m1.png
Scale bar: 20 microns. Supply wires on this layer in gray.
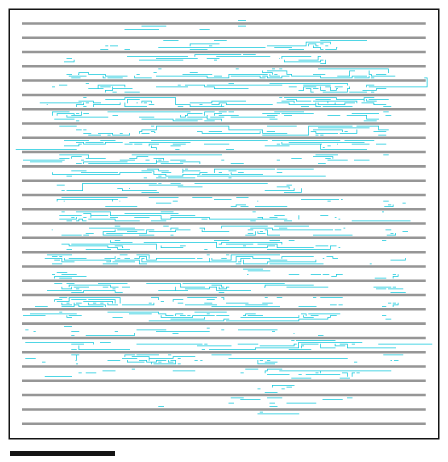
m2.png
Cells faint in the background.
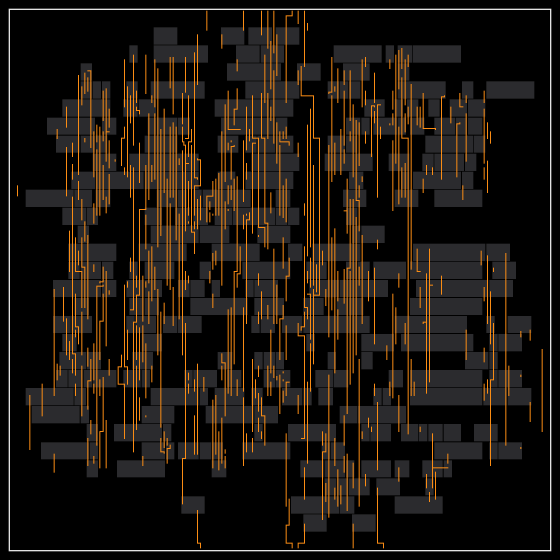
m3.png
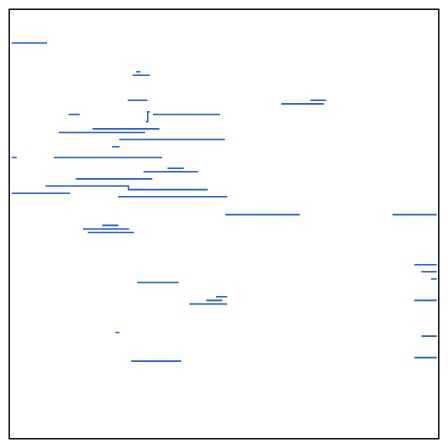
route_heat.png
The die is cut into 16 by 16 equal tiles; dark blue is low, red is high, scaled to the fullest tile. Values are wire area over tile area, all layers added.
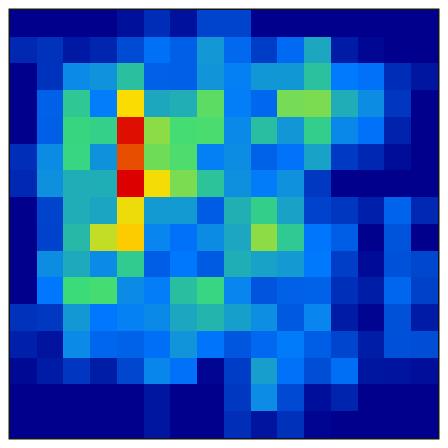
congestion_map.png
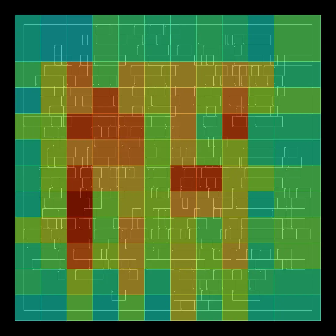
### src/rtl/dec2x4_reg.sv
// dec2x4_reg: 2-to-4 one-hot decoder feeding a 2-entry valid/ready FIFO,
// with one saturating event counter per decoded output line.
module dec2x4_reg #(
    parameter int CNT_W = 8
) (
    input  logic             clk,
    input  logic             rst,
    input  logic [1:0]       dec_i,
    input  logic             in_valid,
    output logic             in_ready,
    output logic [3:0]       dec_o,
    output logic             out_valid,
    input  logic             out_ready,
    input  logic [1:0]       cnt_sel,
    output logic [CNT_W-1:0] cnt_o,
    input  logic             clr_cnt
);

    localparam logic [1:0] DEPTH = 2'd2;

    // FIFO bookkeeping
    logic [1:0] count_q, count_d;
    logic       wr_ptr_q, wr_ptr_d;
    logic       rd_ptr_q, rd_ptr_d;
    logic [3:0] mem_q [0:1];

    logic       push;
    logic       pop;
    logic [3:0] onehot;

    // Per-line counter values gathered for the read-out mux
    logic [CNT_W-1:0] cnt_vec [0:3];

    // Handshake flags derive only from the registered occupancy, so there is
    // no combinational path from out_ready or in_valid to in_ready.
    assign in_ready  = (count_q != DEPTH);
    assign out_valid = (count_q != 2'd0);
    assign push      = in_valid && in_ready;
    assign pop       = out_valid && out_ready;

    // Binary code to one-hot line
    always_comb begin
        onehot = 4'b0000;
        case (dec_i)
            2'd0:    onehot = 4'b0001;
            2'd1:    onehot = 4'b0010;
            2'd2:    onehot = 4'b0100;
            default: onehot = 4'b1000;
        endcase
    end

    // Next-state for occupancy and pointers from the push/pop pair
    always_comb begin
        count_d  = count_q;
        wr_ptr_d = wr_ptr_q;
        rd_ptr_d = rd_ptr_q;
        if (push) begin
            wr_ptr_d = ~wr_ptr_q;
        end
        if (pop) begin
            rd_ptr_d = ~rd_ptr_q;
        end
        case ({push, pop})
            2'b10:   count_d = count_q + 2'd1;
            2'b01:   count_d = count_q - 2'd1;
            default: count_d = count_q;
        endcase
    end

    // Occupancy and pointer registers; reset drops any queued entries
    always_ff @(posedge clk) begin
        if (rst) begin
            count_q  <= 2'd0;
            wr_ptr_q <= 1'b0;
            rd_ptr_q <= 1'b0;
        end else begin
            count_q  <= count_d;
            wr_ptr_q <= wr_ptr_d;
            rd_ptr_q <= rd_ptr_d;
        end
    end

    // Entry storage; contents are only observed while occupancy covers them,
    // so the data itself needs no reset.
    always_ff @(posedge clk) begin
        if (push) begin
            mem_q[wr_ptr_q] <= onehot;
        end
    end

    // Head entry is gated to zero whenever the queue is empty
    always_comb begin
        dec_o = 4'b0000;
        if (out_valid) begin
            dec_o = mem_q[rd_ptr_q];
        end
    end

    // One saturating counter per decoded line
    generate
        for (genvar gi = 0; gi < 4; gi++) begin : g_line
            logic [CNT_W-1:0] cnt_q, cnt_d;
            logic             hit;

            assign hit = push && (dec_i == 2'(gi));

            // Clear wins over an increment; the counter holds at all-ones
            always_comb begin
                cnt_d = cnt_q;
                if (clr_cnt) begin
                    cnt_d = '0;
                end else if (hit && (cnt_q != {CNT_W{1'b1}})) begin
                    cnt_d = cnt_q + 1'b1;
                end
            end

            // Counter register
            always_ff @(posedge clk) begin
                if (rst) begin
                    cnt_q <= '0;
                end else begin
                    cnt_q <= cnt_d;
                end
            end

            assign cnt_vec[gi] = cnt_q;
        end
    endgenerate

    assign cnt_o = cnt_vec[cnt_sel];

endmodule

### config.mk
export PLATFORM = sky130hd
export DESIGN_NAME = dec2x4_reg
export DESIGN_NICKNAME = d
export VERILOG_FILES = /design/src/rtl/dec2x4_reg.sv
export SDC_FILE = /design/constraint.sdc
export NUM_CORES = 1
export LEC_CHECK = 0
export CAP_MARGIN = 40
export CORE_MARGIN = 2
export CORE_UTILIZATION = 40
export DETAILED_ROUTE_END_ITERATION = 12
export PLACE_DENSITY = 0.55
export SYNTH_ARGS = -nofsm -noshare
export SYNTH_HDL_FRONTEND = slang
export SYNTH_SLANG_ARGS = --single-unit
### constraint.sdc
create_clock -name clk -period 3.9 [get_ports clk]
set_input_delay 0.78 -clock clk [delete_from_list [all_inputs] [get_ports clk]]
set_output_delay 0.78 -clock clk [all_outputs]
set_load 0.005 [all_outputs]
==> results.cfg <==
; implementation run metrics
[run_status]
outcome = complete, no violations

[worst_hold_path]
hold_path_class = flip-flop to flip-flop
min_from = count_q[1]

[power]
powerDensity_nw_per_um2 = 392
irDropWorstVdd_v = 0.000264
p_leak_nw = 0.908

[synthesis]
synthCells = 246
ys_cells = 246
yosys_most_used_dff = dfxtp_1
synthesis.nets = 260
topCombFamilyByArea = simple AND/OR/NAND/NOR gates
top_cell_area_share_pct = 30.9
area_leaders = dfxtp_1 31%, edfxtp_1 10%, mux4_2 7.5%, a21oi_1 3.3%, nand2_1 3.0%
yosysUniqueCellTypes = 50
yosysWarnings = 0
ys_sh_aoi_pct = 16.9
ys_sh_adder_pct = 2.61
synth-edff-count = 8
yosys_area_sq_um = 2400
synth_dominant_cell_count = dfxtp_1
ys_async_sr_fraction_pct = 0
synth-xor-area-share_pct = 1.46
syn_area_per_cell_sq_um = 9.75
simple_gate_share_pct = 23.8
mux_area_share_pct = 10.4
common_cells = 37 x dfxtp_1, 19 x nand2_1, 18 x nor2_1, 16 x a21oi_1
numSynthFlops = 45
netlist_area_sq_um = 2400
synth_area_leader_cell = dfxtp_1
synth_seq_share_pct = 40.9

[cts]
cts.repair.resized = 0
post-cts-setup-buffers = 0
root_buffer = clkbuf_8
cts_hold_buf = 0
h-tree-depth = 2
ctsLongestPathBuffers = 2
insertion_delay_ps = 310
cts_tree = yes
clk_pin_slew_ps = 90
clock_sinks = 45
cts_buffers = 5

[route]
viasPerCell = 5.90
drcViolationCount = 0
drtIter0Drc = 83
dr.pass1.iters = 4
ant_nets = 0

[setup_path]
cp.arrival_ps = 2570
worstSetupEndpointType = primary output
startpoint_type = input pin
critical_path_required_ps = 3120
crit_path_max_fanout = 8
critical_path_class = input pin to primary output
startpoint = cnt_sel[0]
r2r-start = count_q[0]

[sta]
min_period_over_period_pct = 85.8
finalCriticalPeriod_ps = 3350
timing.fmax_mhz = 299
hold_viol = 0
worst_slack_ps = 552
tns_ps = 0
max-slew-margin-rel_pct = 68.2
setup_viol = 0
tightest_slew_ps = 474
rsz0062_at_grt = no
slew_violations = 0
finClkSkew_ps = 9.30

[final_layout]
area_delta_synth_final_pct = 16.0
drive_gt1_share_pct = 11.1
stdcell_area_sq_um = 2780
num_antenna_cells = 0

[flow_run]
warnings = 26
maxCapViolCount = 0

[die]
fp.dieH_microns = 81.4
die-area_sq_um = 6630
design.core.area_sq_um = 5850
initCoreUtil_pct = 41.0
placementRows = 28
ios = 23
die_x_microns = 81.4

[grt]
grt_pass1_wl_microns = 9320
grt_max_degree = 23
globalRouteOverflowTotal = 0
grt_pass1_vias = 1822

[placement]
pre_cts_slack_ps = 562
gp_congestion = 0.838
hpwl_microns = 4250
numPortBuffers = 22
place_area_sq_um = 2690
-- m1.png (at the start) --
main direction: horizontal
share of all routed wire: 45%
longest straight run: 24.4 microns
M1 GR Usage: 24.1%
Total Wirelength: 5870 microns

-- m2.png (at the start) --
main direction: vertical
longest straight run: 44.6 microns
share of all routed wire: 47%
wire length on this layer: 2780 microns
nets with wire on the layer: 239
GRT met2 Usage: 31.1%
DR vias: 2041

-- m3.png (at the start) --
main direction: horizontal
wire length on this layer: 289 microns
longest straight run: 20.5 microns
share of all routed wire: 4.9%
GR Layer Usage met3: 3.74%

-- route_heat.png (at the start) --
emptiest ninth of the die: lower right
tiles over half the peak: 7.4%
mean over tiles: 0.14
mean routed wirelength per cell: 17.0 microns
Overall Global Routing Usage: 18.9%

-- congestion_map.png (at the start) --
gr busiest metal: met2
Util after Layout: 47.6%

==> routing by layer <==
layer / wire [microns] / track usage, % / up-vias
li1: - / - / 1012
met4: 157 / 8.64 / 0
met1: 2640 / 24.1 / 960
met3: 288 / 3.74 / 11
met2: 2780 / 31.1 / 58
met5: 0 / 0 / -
==> where the power goes <==
part           internal [mW]  switching, mW  leakage, nW  total [mW]
clock                  0.127          0.171       0.0445       0.298
sequential             0.512         0.0253        0.376       0.537
combinational          0.124          0.132        0.487       0.256
total                  0.763          0.328        0.908        1.09
==> layout make-up <==
type	count	area (sq um)
flip-flops and latches	45	981
well taps	75	93.8
inverters	10	42.5
clock buffers	5	68.8
fillers	560	3070
repair buffers	26	250
clock inverters	3	21.3
multi-input cells	182	1330
==> cell usage in the layout, fill, tap and decap left out, drive strengths merged, types with 3 or more instances in the layout <==
master	netlist	routed
and3	7	7
and4	5	5
nor2	18	18
or3	6	6
mux2i	7	7
a31oi	4	4
inv	10	11
buf	3	4
nor4	4	4
nand2	19	19
o21ai	11	11
edfxtp	8	8
a311oi	3	3
a41o	3	3
nand4	8	8
nor2b	4	4
ha	5	5
o311a	3	3
mux4	8	8
a21oi	16	16
nor3	5	5
dfxtp	37	37
clkbuf	6	5
o31ai	5	5
nand3	14	14
clkdlybuf4s50	0	22
==> worst max-delay path, stage by stage <==
cell	delay [ps]
clkdlybuf4s50_1	740
mux4_2	570
clkdlybuf4s50_1	470
==> stage by stage <==
step                hold slack [ps]  cells  power, mW  util [%]
CTS                             506    346       1.11      47.6
finish                          504    346       1.09      47.6
global placement                498    338      0.808      46.0
global route                    545    346       1.15      47.6
floorplan                       448    246      0.717         -
detailed placement              492    338      0.808      46.0
==> flip-flops by register name (all words and copies together), names as in the netlist, named ones only <==
| signal | count |
|---|---|
| mem_q | 8 |
| wr_ptr_q | 1 |
| g_line.cnt_q | 32 |
| count_q | 2 |
| rd_ptr_q | 1 |
==> kinds of logic after synthesis <==
kind of cell	Yosys count
and+or+nand+nor	99
AOI/OAI and AO/OA	59
DFF	45
buffers and inverters	19
muxes	15
adders and majority gates	5
xor gates and xnor gates	4
==> path summary, 6_finish.rpt <==
kind,end,slack [ps],cells after the start
max,cnt_o[7],550,3
min,count_q[1],500,2
max reg2reg,count_q[1],2100,7
min reg2reg,count_q[1],500,2
Power is estimated from default activity; no workload was simulated.
